==> images/logic_types.png <==
Bar = 20 um.
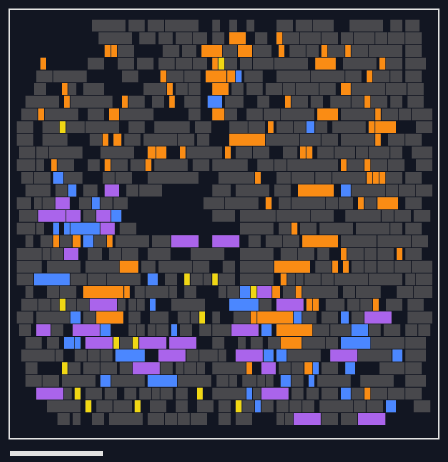
==> images/layer_met3.png <==
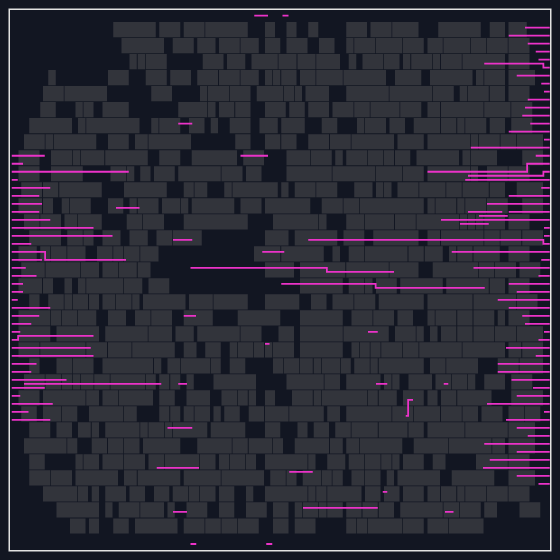
===== config.mk =====
export PLATFORM = sky130hd
export DESIGN_NAME = if_id_front_end_flat
export DESIGN_NICKNAME = d
export VERILOG_FILES = /design/src/rtl/if_id_front_end_if.sv /design/src/rtl/if_id_front_end.sv /design/src/flat_wrapper.sv
export SDC_FILE = /design/constraint.sdc
export NUM_CORES = 1
export LEC_CHECK = 0
export CORE_UTILIZATION = 38
export CTS_CLUSTER_DIAMETER = 150
export CTS_CLUSTER_SIZE = 12
export DETAILED_ROUTE_END_ITERATION = 8
export GPL_TIMING_DRIVEN = 1
export PLACE_DENSITY = 0.8
export SLEW_MARGIN = 10
export SYNTH_ARGS = -nofsm -noshare
export SYNTH_HDL_FRONTEND = slang
export SYNTH_SLANG_ARGS = --single-unit
export TNS_END_PERCENT = 10

===== constraint.sdc =====
create_clock -name clk -period 1.7 [get_ports clk]
set_input_delay 0.255 -clock clk [delete_from_list [all_inputs] [get_ports clk]]
set_output_delay 0.255 -clock clk [all_outputs]
set_load 0.02 [all_outputs]

===== src/rtl/if_id_front_end_if.sv =====
// Fetch/decode front-end bundle: fetch inputs, IF/ID register outputs, main control.
// Latency: none, this is wiring only.
// Backpressure: stall holds the IF/ID register and flush loads a bubble; there is no ready path.
interface if_id_front_end_if;
   // Fetch-side inputs and pipeline control
   logic [31:0] pc_count;
   logic [31:0] instr_if;
   logic        stall;
   logic        flush;
   // Fetch-stage and IF/ID register outputs
   logic [31:0] addp4_if;
   logic [31:0] instr_id;
   logic [31:0] addp4_id;
   // Main-control outputs for the ID/EX register
   logic        wr_en;
   logic        regdst;
   logic        pcsrc;
   logic [1:0]  aluop;
   logic        memtoreg;
   logic        mem_read;
   logic        memwrite;
   logic        alusrc;
   logic        jump;

   modport master (
      output pc_count, instr_if, stall, flush,
      input  addp4_if, instr_id, addp4_id,
      input  wr_en, regdst, pcsrc, aluop, memtoreg, mem_read, memwrite, alusrc, jump
   );

   modport slave (
      input  pc_count, instr_if, stall, flush,
      output addp4_if, instr_id, addp4_id,
      output wr_en, regdst, pcsrc, aluop, memtoreg, mem_read, memwrite, alusrc, jump
   );
endinterface


===== src/rtl/if_id_front_end.sv =====
// PC+4 adder, IF/ID pipeline register and main-control decoder of the pipeline front end.
// Latency: addp4_if is combinational; instr_id/addp4_id lag by one cycle; controls decode instr_id combinationally.
// Backpressure: stall holds IF/ID, flush (which wins over stall) loads an all-zero bubble.
module if_id_front_end #(
   parameter int DW = 32
) (
   input  logic              clk,
   input  logic              rst,
   if_id_front_end_if.slave  bus
);

   localparam logic [5:0] OP_RTYPE = 6'b000000;
   localparam logic [5:0] OP_LW    = 6'b100011;
   localparam logic [5:0] OP_SW    = 6'b101011;
   localparam logic [5:0] OP_BEQ   = 6'b000100;
   localparam logic [5:0] OP_ADDI  = 6'b001000;
   localparam logic [5:0] OP_J     = 6'b000010;

   logic [DW-1:0] addp4;
   logic [DW-1:0] instr_d, instr_q;
   logic [DW-1:0] addp4_d, addp4_q;

   logic       wr_en, regdst, pcsrc, memtoreg, mem_read, memwrite, alusrc, jump;
   logic [1:0] aluop;

   // Fetch-stage incrementer; wraps modulo 2^DW with the carry discarded.
   assign addp4 = bus.pc_count + DW'(4);

   // Next IF/ID contents: a flush bubble beats a stall, which beats a normal load.
   always_comb begin
      instr_d = instr_q;
      addp4_d = addp4_q;
      if (bus.flush) begin
         instr_d = '0;
         addp4_d = '0;
      end else if (!bus.stall) begin
         instr_d = bus.instr_if;
         addp4_d = addp4;
      end
   end

   // IF/ID register with synchronous reset taking priority over everything.
   always_ff @(posedge clk) begin
      if (rst) begin
         instr_q <= '0;
         addp4_q <= '0;
      end else begin
         instr_q <= instr_d;
         addp4_q <= addp4_d;
      end
   end

   // Main-control decode; an all-zero word is a bubble and must not look like an R-type write.
   always_comb begin
      wr_en    = 1'b0;
      regdst   = 1'b0;
      pcsrc    = 1'b0;
      aluop    = 2'b00;
      memtoreg = 1'b0;
      mem_read = 1'b0;
      memwrite = 1'b0;
      alusrc   = 1'b0;
      jump     = 1'b0;
      if (instr_q != '0) begin
         case (instr_q[31:26])
            OP_RTYPE: begin
               wr_en  = 1'b1;
               regdst = 1'b1;
               aluop  = 2'b10;
            end
            OP_LW: begin
               wr_en    = 1'b1;
               alusrc   = 1'b1;
               memtoreg = 1'b1;
               mem_read = 1'b1;
            end
            OP_SW: begin
               alusrc   = 1'b1;
               memwrite = 1'b1;
            end
            OP_BEQ: begin
               pcsrc = 1'b1;
               aluop = 2'b01;
            end
            OP_ADDI: begin
               wr_en  = 1'b1;
               alusrc = 1'b1;
            end
            OP_J: begin
               jump = 1'b1;
            end
            default: begin
               wr_en = 1'b0;
            end
         endcase
      end
   end

   assign bus.addp4_if = addp4;
   assign bus.instr_id = instr_q;
   assign bus.addp4_id = addp4_q;
   assign bus.wr_en    = wr_en;
   assign bus.regdst   = regdst;
   assign bus.pcsrc    = pcsrc;
   assign bus.aluop    = aluop;
   assign bus.memtoreg = memtoreg;
   assign bus.mem_read = mem_read;
   assign bus.memwrite = memwrite;
   assign bus.alusrc   = alusrc;
   assign bus.jump     = jump;

endmodule


===== src/flat_wrapper.sv =====
// flat-port wrapper written by rule: the top's interface ports become plain ports
module if_id_front_end_flat 
#(
   parameter int DW = 32
)
  (clk, rst, bus_pc_count, bus_instr_if, bus_stall, bus_flush, bus_addp4_if, bus_instr_id, bus_addp4_id, bus_wr_en, bus_regdst, bus_pcsrc, bus_aluop, bus_memtoreg, bus_mem_read, bus_memwrite, bus_alusrc, bus_jump);
  if_id_front_end_if bus_i ();
  input  logic clk;
  input  logic rst;
  input wire logic [$bits(bus_i.pc_count)-1:0] bus_pc_count;
  input wire logic [$bits(bus_i.instr_if)-1:0] bus_instr_if;
  input wire logic [$bits(bus_i.stall)-1:0] bus_stall;
  input wire logic [$bits(bus_i.flush)-1:0] bus_flush;
  output wire logic [$bits(bus_i.addp4_if)-1:0] bus_addp4_if;
  output wire logic [$bits(bus_i.instr_id)-1:0] bus_instr_id;
  output wire logic [$bits(bus_i.addp4_id)-1:0] bus_addp4_id;
  output wire logic [$bits(bus_i.wr_en)-1:0] bus_wr_en;
  output wire logic [$bits(bus_i.regdst)-1:0] bus_regdst;
  output wire logic [$bits(bus_i.pcsrc)-1:0] bus_pcsrc;
  output wire logic [$bits(bus_i.aluop)-1:0] bus_aluop;
  output wire logic [$bits(bus_i.memtoreg)-1:0] bus_memtoreg;
  output wire logic [$bits(bus_i.mem_read)-1:0] bus_mem_read;
  output wire logic [$bits(bus_i.memwrite)-1:0] bus_memwrite;
  output wire logic [$bits(bus_i.alusrc)-1:0] bus_alusrc;
  output wire logic [$bits(bus_i.jump)-1:0] bus_jump;
  assign bus_i.pc_count = bus_pc_count;
  assign bus_i.instr_if = bus_instr_if;
  assign bus_i.stall = bus_stall;
  assign bus_i.flush = bus_flush;
  assign bus_addp4_if = bus_i.addp4_if;
  assign bus_instr_id = bus_i.instr_id;
  assign bus_addp4_id = bus_i.addp4_id;
  assign bus_wr_en = bus_i.wr_en;
  assign bus_regdst = bus_i.regdst;
  assign bus_pcsrc = bus_i.pcsrc;
  assign bus_aluop = bus_i.aluop;
  assign bus_memtoreg = bus_i.memtoreg;
  assign bus_mem_read = bus_i.mem_read;
  assign bus_memwrite = bus_i.memwrite;
  assign bus_alusrc = bus_i.alusrc;
  assign bus_jump = bus_i.jump;
  if_id_front_end #(.DW(DW)) u_core (.clk(clk), .rst(rst), .bus(bus_i));
endmodule

==> CHANGELOG.md <==
## Implementation

- Status: complete, but fails checks
- Failing checks: setup timing
- Clk sinks: 64
- Die height: 91.7 um
- Initial antenna violation count: 0
- Global Route met2 Usage: 0.499
- Post-synth net total: ~410
- Fill cells: 469
- P_int: 2960 uW
- GPL Wtd Cong: 0.802
- Final Setup Violations: 16
- Most frequent cells in the layout: 108 x buf_4, 83 x clkdlybuf4s50_1, 56 x dfxtp_1, 55 x nor2_1, 44 x mux2i_1
- Max-capacitance violation count: 0
- Num rows: 32
- Combinational power share: 0.263
- Worst reg2reg path endpoint: u_core.bus.instr_id[0]
- Multi-Input Combinational: 238
- Crit path to: bus_aluop[0]
- Global route hottest layer: met2
- Worst-Margin Slew: 349 ps
- Setup repair bufs after CTS: 11
- Setup ws final: -281 ps
About logic_types.png:
Orange marks nor cells, cells 84. Purple marks xor and xnor cells, cells 28. Blue marks nand cells, cells 41. Yellow marks inv cells, cells 15.
fin cells: 707
multi-input gate share of total cell area: 0.324
Top cell excl fill/tap: buf_4

About layer_met3.png:
110 nets have wire on it. The layer holds 6.8% of the routed length. The longest straight run is 39.8 um.
total wire length: 11400 um
GR Layer Usage met3: 0.0614
vias: 3508

metrics by stage:
stage / area [um^2] / total power, uW / setup WS, ps / TNS [ps]
floorplan: 3080 / 2040 / -174 / -1300
global placement: 5570 / 2620 / -1080 / -36390
detailed placement: 5570 / 2650 / -1140 / -38340
CTS: 5950 / 4130 / -213 / -1910
global route: 6170 / 4300 / -335 / -3360
finish: 6170 / 4140 / -281 / -1590
critical path: cells and delay by family, from the launching register on:
family / cells / cell delay (ps)
AND/OR/NAND/NOR: 2 / 860
flip-flops: 1 / 330
buffers and inverters: 1 / 210
power by group through the flow:
stage          sequential (uW)  clock [uW]  combinational, uW
2_1_floorplan             1690           0                352
5_1_grt                   1600        1560               1150
3_5_place_dp              1620           0               1030
6_report                  1590        1460               1090
4_1_cts                   1580        1490               1050
3_3_place_gp              1610           0               1010
Power figures rest on the tool's default switching activity, not on a simulated workload.
